**config.mk**
```make
export PLATFORM = sky130hd
export DESIGN_NAME = debug_mem_dump_flat
export DESIGN_NICKNAME = d
export VERILOG_FILES = /design/src/rtl/debug_mem_dump_if.sv /design/src/rtl/debug_mem_dump.sv /design/src/flat_wrapper.sv
export SDC_FILE = /design/constraint.sdc
export NUM_CORES = 1
export LEC_CHECK = 0
export ABC_AREA = 1
export ABC_CLOCK_PERIOD_IN_PS = 1800
export CORE_MARGIN = 5
export CORE_UTILIZATION = 46
export DETAILED_ROUTE_END_ITERATION = 12
export GPL_TIMING_DRIVEN = 1
export PLACE_DENSITY = 0.73
export SYNTH_ARGS = -nofsm -noshare
export SYNTH_HDL_FRONTEND = slang
export SYNTH_SLANG_ARGS = --single-unit
```
**constraint.sdc**
```tcl
create_clock -name i_clk -period 1.8 [get_ports i_clk]
set_clock_uncertainty 0.2 [all_clocks]
set_input_delay 0.27 -clock i_clk [delete_from_list [all_inputs] [get_ports i_clk]]
set_output_delay 0.27 -clock i_clk [all_outputs]
set_load 0.02 [all_outputs]
```
**src/rtl/debug_mem_dump_if.sv**
```systemverilog
`default_nettype none
// ============================================================================
//  Module      : debug_mem_dump_if
//  Description : Command, memory read port and byte-stream signals of the
//                debug memory dumper, bundled as one interface.
//                slave  = the dumper, master = the controller/memory/sink side.
//  Revision    : 1.0  initial release
// ============================================================================
interface debug_mem_dump_if #(
    parameter int ADDR_WIDTH = 12
);
    // command
    logic                  i_start;
    logic [ADDR_WIDTH-1:0] i_base_addr;
    logic [ADDR_WIDTH:0]   i_length;
    // asynchronous memory read port
    logic [ADDR_WIDTH-1:0] o_mem_addr;
    logic [7:0]            i_mem_data;
    // byte stream towards the UART transmitter
    logic [7:0]            o_tx_data;
    logic                  o_tx_valid;
    logic                  i_tx_ready;
    // status
    logic                  o_busy;
    logic                  o_done;

    modport slave (
        input  i_start, i_base_addr, i_length, i_mem_data, i_tx_ready,
        output o_mem_addr, o_tx_data, o_tx_valid, o_busy, o_done
    );

    modport master (
        output i_start, i_base_addr, i_length, i_mem_data, i_tx_ready,
        input  o_mem_addr, o_tx_data, o_tx_valid, o_busy, o_done
    );
endinterface
`default_nettype wire

```
**src/rtl/debug_mem_dump.sv**
```systemverilog
`default_nettype none
// ============================================================================
//  Module      : debug_mem_dump
//  Description : Reads a contiguous byte range of the data memory while the
//                pipeline is halted and streams it over a valid/ready byte
//                interface, two cycles per byte with ready tied high.
//                Optional feature macro: DUMP_CHECKSUM_EN appends one XOR
//                checksum byte after the data of a non-empty dump.
//  Revision    : 1.0  initial release
// ============================================================================
module debug_mem_dump #(
    parameter int ADDR_WIDTH = 12
) (
    input  wire logic        i_clk,
    input  wire logic        i_reset,
    debug_mem_dump_if.slave  bus
);

    typedef enum logic [2:0] {
        ST_IDLE = 3'd0,
        ST_READ = 3'd1,
        ST_SEND = 3'd2,
`ifdef DUMP_CHECKSUM_EN
        ST_CHK  = 3'd3,
`endif
        ST_DONE = 3'd4
    } state_t;

    localparam logic [ADDR_WIDTH:0]   c_count_one = (ADDR_WIDTH+1)'(1);
    localparam logic [ADDR_WIDTH-1:0] c_addr_one  = ADDR_WIDTH'(1);

    state_t                r_state;
    state_t                w_next_state;
    logic [ADDR_WIDTH-1:0] r_addr;
    logic [ADDR_WIDTH:0]   r_count;
    logic [7:0]            r_tx_data;
    logic                  w_accept;
    logic                  w_last;

`ifdef DUMP_CHECKSUM_EN
    logic [7:0]            r_checksum;
`endif

    // A byte leaves only from SEND when the sink is ready at the edge.
    assign w_accept = (r_state == ST_SEND) && bus.i_tx_ready;
    assign w_last   = (r_count == c_count_one);

    // State register.
    always_ff @(posedge i_clk) begin
        if (i_reset) begin
            r_state <= ST_IDLE;
        end else begin
            r_state <= w_next_state;
        end
    end

    // Next-state decode; start is honoured only in IDLE, so a pulse during a dump is lost.
    always_comb begin
        w_next_state = r_state;
        case (r_state)
            ST_IDLE: begin
                if (bus.i_start) begin
                    w_next_state = (bus.i_length != '0) ? ST_READ : ST_DONE;
                end
            end
            ST_READ: begin
                w_next_state = ST_SEND;
            end
            ST_SEND: begin
                if (bus.i_tx_ready) begin
                    if (w_last) begin
`ifdef DUMP_CHECKSUM_EN
                        w_next_state = ST_CHK;
`else
                        w_next_state = ST_DONE;
`endif
                    end else begin
                        w_next_state = ST_READ;
                    end
                end
            end
`ifdef DUMP_CHECKSUM_EN
            ST_CHK: begin
                if (bus.i_tx_ready) begin
                    w_next_state = ST_DONE;
                end
            end
`endif
            ST_DONE: begin
                w_next_state = ST_IDLE;
            end
            default: begin
                w_next_state = ST_IDLE;
            end
        endcase
    end

    // Address/count/data registers; everything is held while SEND waits for ready.
    always_ff @(posedge i_clk) begin
        if (i_reset) begin
            r_addr    <= '0;
            r_count   <= '0;
            r_tx_data <= 8'h00;
        end else begin
            case (r_state)
                ST_IDLE: begin
                    if (bus.i_start) begin
                        r_addr  <= bus.i_base_addr;
                        r_count <= bus.i_length;
                    end
                end
                ST_READ: begin
                    r_tx_data <= bus.i_mem_data;
                end
                ST_SEND: begin
                    if (w_accept) begin
                        // Address wraps naturally at the top of memory.
                        r_addr  <= r_addr + c_addr_one;
                        r_count <= r_count - c_count_one;
`ifdef DUMP_CHECKSUM_EN
                        // The checksum already includes the byte being accepted.
                        if (w_last) begin
                            r_tx_data <= r_checksum;
                        end
`endif
                    end
                end
                default: begin
                end
            endcase
        end
    end

`ifdef DUMP_CHECKSUM_EN
    // Running XOR of every byte fetched in this dump; cleared on an accepted start.
    always_ff @(posedge i_clk) begin
        if (i_reset) begin
            r_checksum <= 8'h00;
        end else if ((r_state == ST_IDLE) && bus.i_start) begin
            r_checksum <= 8'h00;
        end else if (r_state == ST_READ) begin
            r_checksum <= r_checksum ^ bus.i_mem_data;
        end
    end
`endif

    // Outputs are pure decodes of registered state.
    assign bus.o_mem_addr = r_addr;
    assign bus.o_tx_data  = r_tx_data;
`ifdef DUMP_CHECKSUM_EN
    assign bus.o_tx_valid = (r_state == ST_SEND) || (r_state == ST_CHK);
`else
    assign bus.o_tx_valid = (r_state == ST_SEND);
`endif
    assign bus.o_busy     = (r_state != ST_IDLE);
    assign bus.o_done     = (r_state == ST_DONE);

endmodule
`default_nettype wire

```
**src/flat_wrapper.sv**
```systemverilog
// flat-port wrapper written by rule: the top's interface ports become plain ports
module debug_mem_dump_flat 
#(
    parameter int ADDR_WIDTH = 12
)
  (i_clk, i_reset, bus_i_start, bus_i_base_addr, bus_i_length, bus_i_mem_data, bus_i_tx_ready, bus_o_mem_addr, bus_o_tx_data, bus_o_tx_valid, bus_o_busy, bus_o_done);
  debug_mem_dump_if #(.ADDR_WIDTH(ADDR_WIDTH)) bus_i ();
  input  wire logic i_clk;
  input  wire logic i_reset;
  input wire logic [$bits(bus_i.i_start)-1:0] bus_i_start;
  input wire logic [$bits(bus_i.i_base_addr)-1:0] bus_i_base_addr;
  input wire logic [$bits(bus_i.i_length)-1:0] bus_i_length;
  input wire logic [$bits(bus_i.i_mem_data)-1:0] bus_i_mem_data;
  input wire logic [$bits(bus_i.i_tx_ready)-1:0] bus_i_tx_ready;
  output wire logic [$bits(bus_i.o_mem_addr)-1:0] bus_o_mem_addr;
  output wire logic [$bits(bus_i.o_tx_data)-1:0] bus_o_tx_data;
  output wire logic [$bits(bus_i.o_tx_valid)-1:0] bus_o_tx_valid;
  output wire logic [$bits(bus_i.o_busy)-1:0] bus_o_busy;
  output wire logic [$bits(bus_i.o_done)-1:0] bus_o_done;
  assign bus_i.i_start = bus_i_start;
  assign bus_i.i_base_addr = bus_i_base_addr;
  assign bus_i.i_length = bus_i_length;
  assign bus_i.i_mem_data = bus_i_mem_data;
  assign bus_i.i_tx_ready = bus_i_tx_ready;
  assign bus_o_mem_addr = bus_i.o_mem_addr;
  assign bus_o_tx_data = bus_i.o_tx_data;
  assign bus_o_tx_valid = bus_i.o_tx_valid;
  assign bus_o_busy = bus_i.o_busy;
  assign bus_o_done = bus_i.o_done;
  debug_mem_dump #(.ADDR_WIDTH(ADDR_WIDTH)) u_core (.i_clk(i_clk), .i_reset(i_reset), .bus(bus_i));
endmodule
```
Metal layers overlaid:
The bar under the picture is 20 µm long.
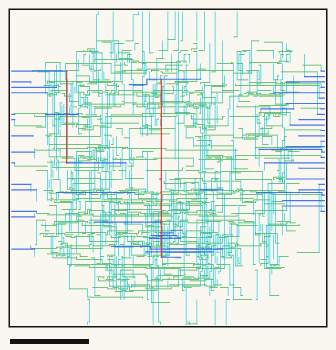
Key: met4 = red [wire length 68.0 µm]; met3 = blue [wire length 416 µm]; met1 = green [wire length 2670 µm]; met2 = cyan [wire length 2670 µm]
final routed wirelength across all metal layers: 5820 µm
Total GRT Usage: 19.2%
wire length per cell after detailed routing: 12.0 µm

Routing congestion map:
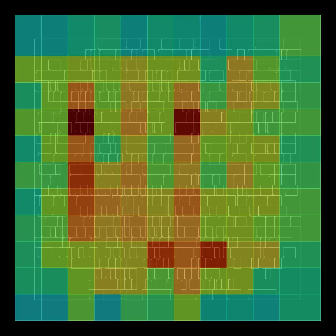
global-route layer with the greatest usage: met2
final design utilization: 65.8%
met1 Track Usage GR: 24.1%
met3 GRT Util: 4.06%
met2 usage in global routing: 31.8%

Gate-type map:
The bar under the picture is 20 µm long.
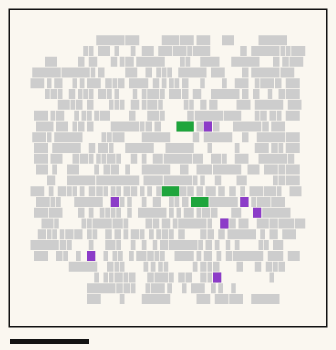
Key: adder and majority cells = green [cells 3, most used ha_1]; AND and OR gates = purple [cells 7, most used or2_2]

==> summary.txt <==
The flow run is done. After floorplanning, the die was sized to cover 6350 µm². The most critical min-delay path falls under reg2reg. In this run the worst setup path terminates at bus_o_mem_addr[7]. Number of enable-type register cells in the synthesized netlist landed at 0. Power share of the clock group landed at 22.1%. Post-synth net total landed at 389. The layout has 444 filler cells.

Total standard cell area after synthesis landed at 2230 µm². Area share of the largest cell type after synthesis landed at 32.3%. In the post-route analysis, the smallest setup slack over all paths is 0.0637 ns.

Net switching is 39.2% of the power. In the floorplan report the effective utilization is 47.3%. Global-route wire length before repair landed at 9900 µm. Post-layout instance area landed at 3110 µm². In this run the remaining antenna-violating nets after routing total 0. Of the total power, registers draw 33.1%. Register share of the cell area landed at 23.2%. Per the final layout report, the fraction of cells sized above drive strength 1 comes to 13.8%. Power drawn by the combinational cells landed at 1.48 mW. In this run the most critical hold path is launched from u_core.bus.o_tx_data[5]. Based on the critical path, the design can be clocked at up to 576 MHz. Final count of negative-setup-slack endpoints landed at 0. STA classifies the critical path startpoint as a flop.

Depth of the CTS H-tree landed at 2. Cell internal power dissipation landed at 2.00 mW. TritonCTS built the clock tree. Count of instantiated cells in the yosys netlist landed at 349.

For this design, the CTS-stage hold fixing added 0 buffers. Power per cell area landed at 1060 nW/µm². Post-detailed-placement half-perimeter wirelength landed at 4400 µm. Signal routing reaches up to met4. Share of flip-flops with an asynchronous set or reset landed at 0%. Worst supply voltage drop on vdd landed at 0.568 mV. Data arrival time at the worst-slack endpoint landed at 1.27 ns.

Number of warnings reported in the yosys synthesis log landed at 0. Per STA, the worst path accumulates the most delay in the family buffers and inverters. Number of max-cap violations landed at 0. Flip-flop and latch count landed at 36. In this run the critical register-to-register path is captured at u_core.r_count[3]. Per the gpl log, the routability congestion estimate is 0.834. The endpoint of the worst hold path is reported as u_core.bus.o_tx_data[5]. Detailed routing placed a total of 2670 µm of wire on met2. Looking at the reg2reg group, the worst path starts from u_core.r_state[0]. For this run the aggregate overflow at the end of global routing stands at 0.

The post-synth register bit count is 36. Synthesized area per cell landed at 6.40 µm². Number of ordinary and repair buffers in the finished layout landed at 76. After layout, the inverter instance count without clock inverters stands at 37. Number of buffers added by the clock tree synthesis step landed at 5. The multi-input combinational cells in the finished layout cover a total of 1290 µm².

Chip height landed at 79.7 µm. By count the netlist is led by 84 x sky130_fd_sc_hd__nand2_1, 45 x sky130_fd_sc_hd__nor2_1, 36 x sky130_fd_sc_hd__dfxtp_1. Looking at area per cell type in the netlist, the leader is sky130_fd_sc_hd__dfxtp_1. CTS sink count landed at 36. Sum of routed wire segments on met1 landed at 2670 µm. The layout report gives the multi-input gate share of total cell area as 41.6%. Setup repair after global routing left no endpoint under its margin. Core region area landed at 4720 µm². In the power breakdown, the biggest contributor is combinational cells.

In this design, the stage delay of the slowest critical-path cell is 0.61 ns. The clock buffers instantiated in the layout total 5. Warnings raised by the tools during the run amount to 27.

Fraction of area in non-clock buffers landed at 24.4%. For this run, the leading register cell type out of synthesis is sky130_fd_sc_hd__dfxtp_1. Counting flops per register, the top entry is u_core.r_count. Synthesis instantiated 31 different standard cells from the library. The register with the most flip-flops in the layout has 13 of them. For reference, compound AND-OR and OR-AND cells occupy 16.5% of the area reported after synthesis. Count of inserted antenna diode cells landed at 0.

In this run, the number of DRC markers left after iteration 0 of detailed routing was 131. Final critical-path share of the clock period landed at 96.5%. Required time of the worst setup path landed at 1.33 ns. Combined buffer and inverter count along the critical path landed at 1. Once placement finished, the instance area stood at 2990 µm². Synthesis-to-layout area growth landed at 39.2%. The run finished with clean final reports. For this run, the register share of the synthesized area comes to 32.3%. Ranked by total area, the top cell class in this layout is multi-input combinational cells.

Power attributed to the clock group landed at 729 µW. Entering global routing, the biggest net connects 37 pins. Area share of fa/ha/maj cells after synthesis landed at 1.68%. Insertion delay to the later sink of the worst-skew pair landed at 0.30 ns. Post-synthesis simple-gate area fraction landed at 38.3%. Worst-case reg-to-reg path depth landed at 10.

The longest clock path from root to sink contains 2 buffers. At the pin with the least slew margin, the transition time is 0.552 ns. Walking the worst path, the cells encountered are clkdlybuf4s50_1.

Post-route minimum period landed at 1.74 ns. Highest fanout seen on the critical path landed at 2. Power share of the combinational group landed at 44.8%. Tap insertion was completed with 67 tapcells.

The first detailed-routing pass took 4 iterations. Count of input and output buffers landed at 59. Worst-case register-to-register setup slack landed at 0.10 ns. Post-CTS resize count landed at 10.

Area fraction of clock buffers and clock inverters landed at 3.58%. Final count of hold timing violations landed at 0. The synthesis run identifies the leading combinational cell family as simple AND/OR/NAND/NOR gates. According to the Yosys statistics, the synthesized design has a chip area of 2230 µm².

Looking at the gate-level netlist, the highest instance count belongs to sky130_fd_sc_hd__nand2_1. Multiplexer cells account for 0% of the synthesized area. The slew check shows that the tightest pin keeps a relative margin of 63.1%. Horizontal die dimension landed at 79.7 µm. Synthesized instance count landed at 349. Number of cell rows landed at 25. In this run the power spent charging and discharging nets is 1.29 mW. On the worst setup and hold paths after CTS, the clock-pin slew comes to 0.08 ns.

The via count of the first global-routing pass is 2298. Hold is met by 0.248 ns. Count of boundary I/O pins landed at 60.

The design draws 3.29 mW. Worst-case setup slack after placement landed at -0.0665 ns. In the post-synthesis netlist, the biggest area contributors are sky130_fd_sc_hd__dfxtp_1 32%, sky130_fd_sc_hd__nand2_1 14%, sky130_fd_sc_hd__nor2_1 7.6%. The cell sitting at the root of the clock tree is a sky130_fd_sc_hd__clkbuf_8. The number of antenna violations at the first check in global routing was 0. Leakage component of the power landed at 1.33 nW. For reference, XOR and XNOR gates occupy 1.18% of the area reported after synthesis. Along the worst hold path, the cell count comes to 2. The detailed router placed 2461 vias in this run. For this run, the post-layout net count is 459.

Multi-input combinational cell count landed at 263. In the routed layout, each cell is associated on average with a via count of 5.05. Accumulated negative setup slack landed at 0 ns. The finished layout holds 487 standard cells, fillers aside. Routed length on met3 landed at 416 µm. Sequential logic power landed at 1.09 mW.
## kinds of logic (layout without fill, tap and decap cells)
family,Yosys count,count (layout)
buf+inv,50,121
simple gates,190,190
xor+xnor,3,3
compound gates,67,67
flops,36,36
fa+ha+maj,3,3
## layout by cell type, fill, tap and decap left out, types with 2 or more instances in the layout
| cell type | instances |
|---|---|
| sky130_fd_sc_hd__a21oi_1 | 29 |
| sky130_fd_sc_hd__a21oi_2 | 5 |
| sky130_fd_sc_hd__a31oi_1 | 3 |
| sky130_fd_sc_hd__buf_12 | 3 |
| sky130_fd_sc_hd__buf_4 | 13 |
| sky130_fd_sc_hd__clkbuf_8 | 5 |
| sky130_fd_sc_hd__clkdlybuf4s50_1 | 45 |
| sky130_fd_sc_hd__dfxtp_1 | 35 |
| sky130_fd_sc_hd__dlygate4sd2_1 | 8 |
| sky130_fd_sc_hd__dlymetal6s2s_1 | 4 |
| sky130_fd_sc_hd__ha_1 | 3 |
| sky130_fd_sc_hd__inv_1 | 34 |
| sky130_fd_sc_hd__inv_2 | 2 |
| sky130_fd_sc_hd__nand2_1 | 84 |
| sky130_fd_sc_hd__nand2_2 | 2 |
| sky130_fd_sc_hd__nand3_1 | 24 |
| sky130_fd_sc_hd__nand4_1 | 8 |
| sky130_fd_sc_hd__nor2_1 | 44 |
| sky130_fd_sc_hd__nor2_2 | 11 |
| sky130_fd_sc_hd__nor2_4 | 2 |
| sky130_fd_sc_hd__nor3_1 | 5 |
| sky130_fd_sc_hd__o21ai_0 | 23 |
| sky130_fd_sc_hd__o21ai_1 | 3 |
| sky130_fd_sc_hd__o21ai_2 | 2 |
| sky130_fd_sc_hd__or2_2 | 6 |
| sky130_fd_sc_hd__xor2_1 | 3 |
Power and IR drop assume default switching activity.
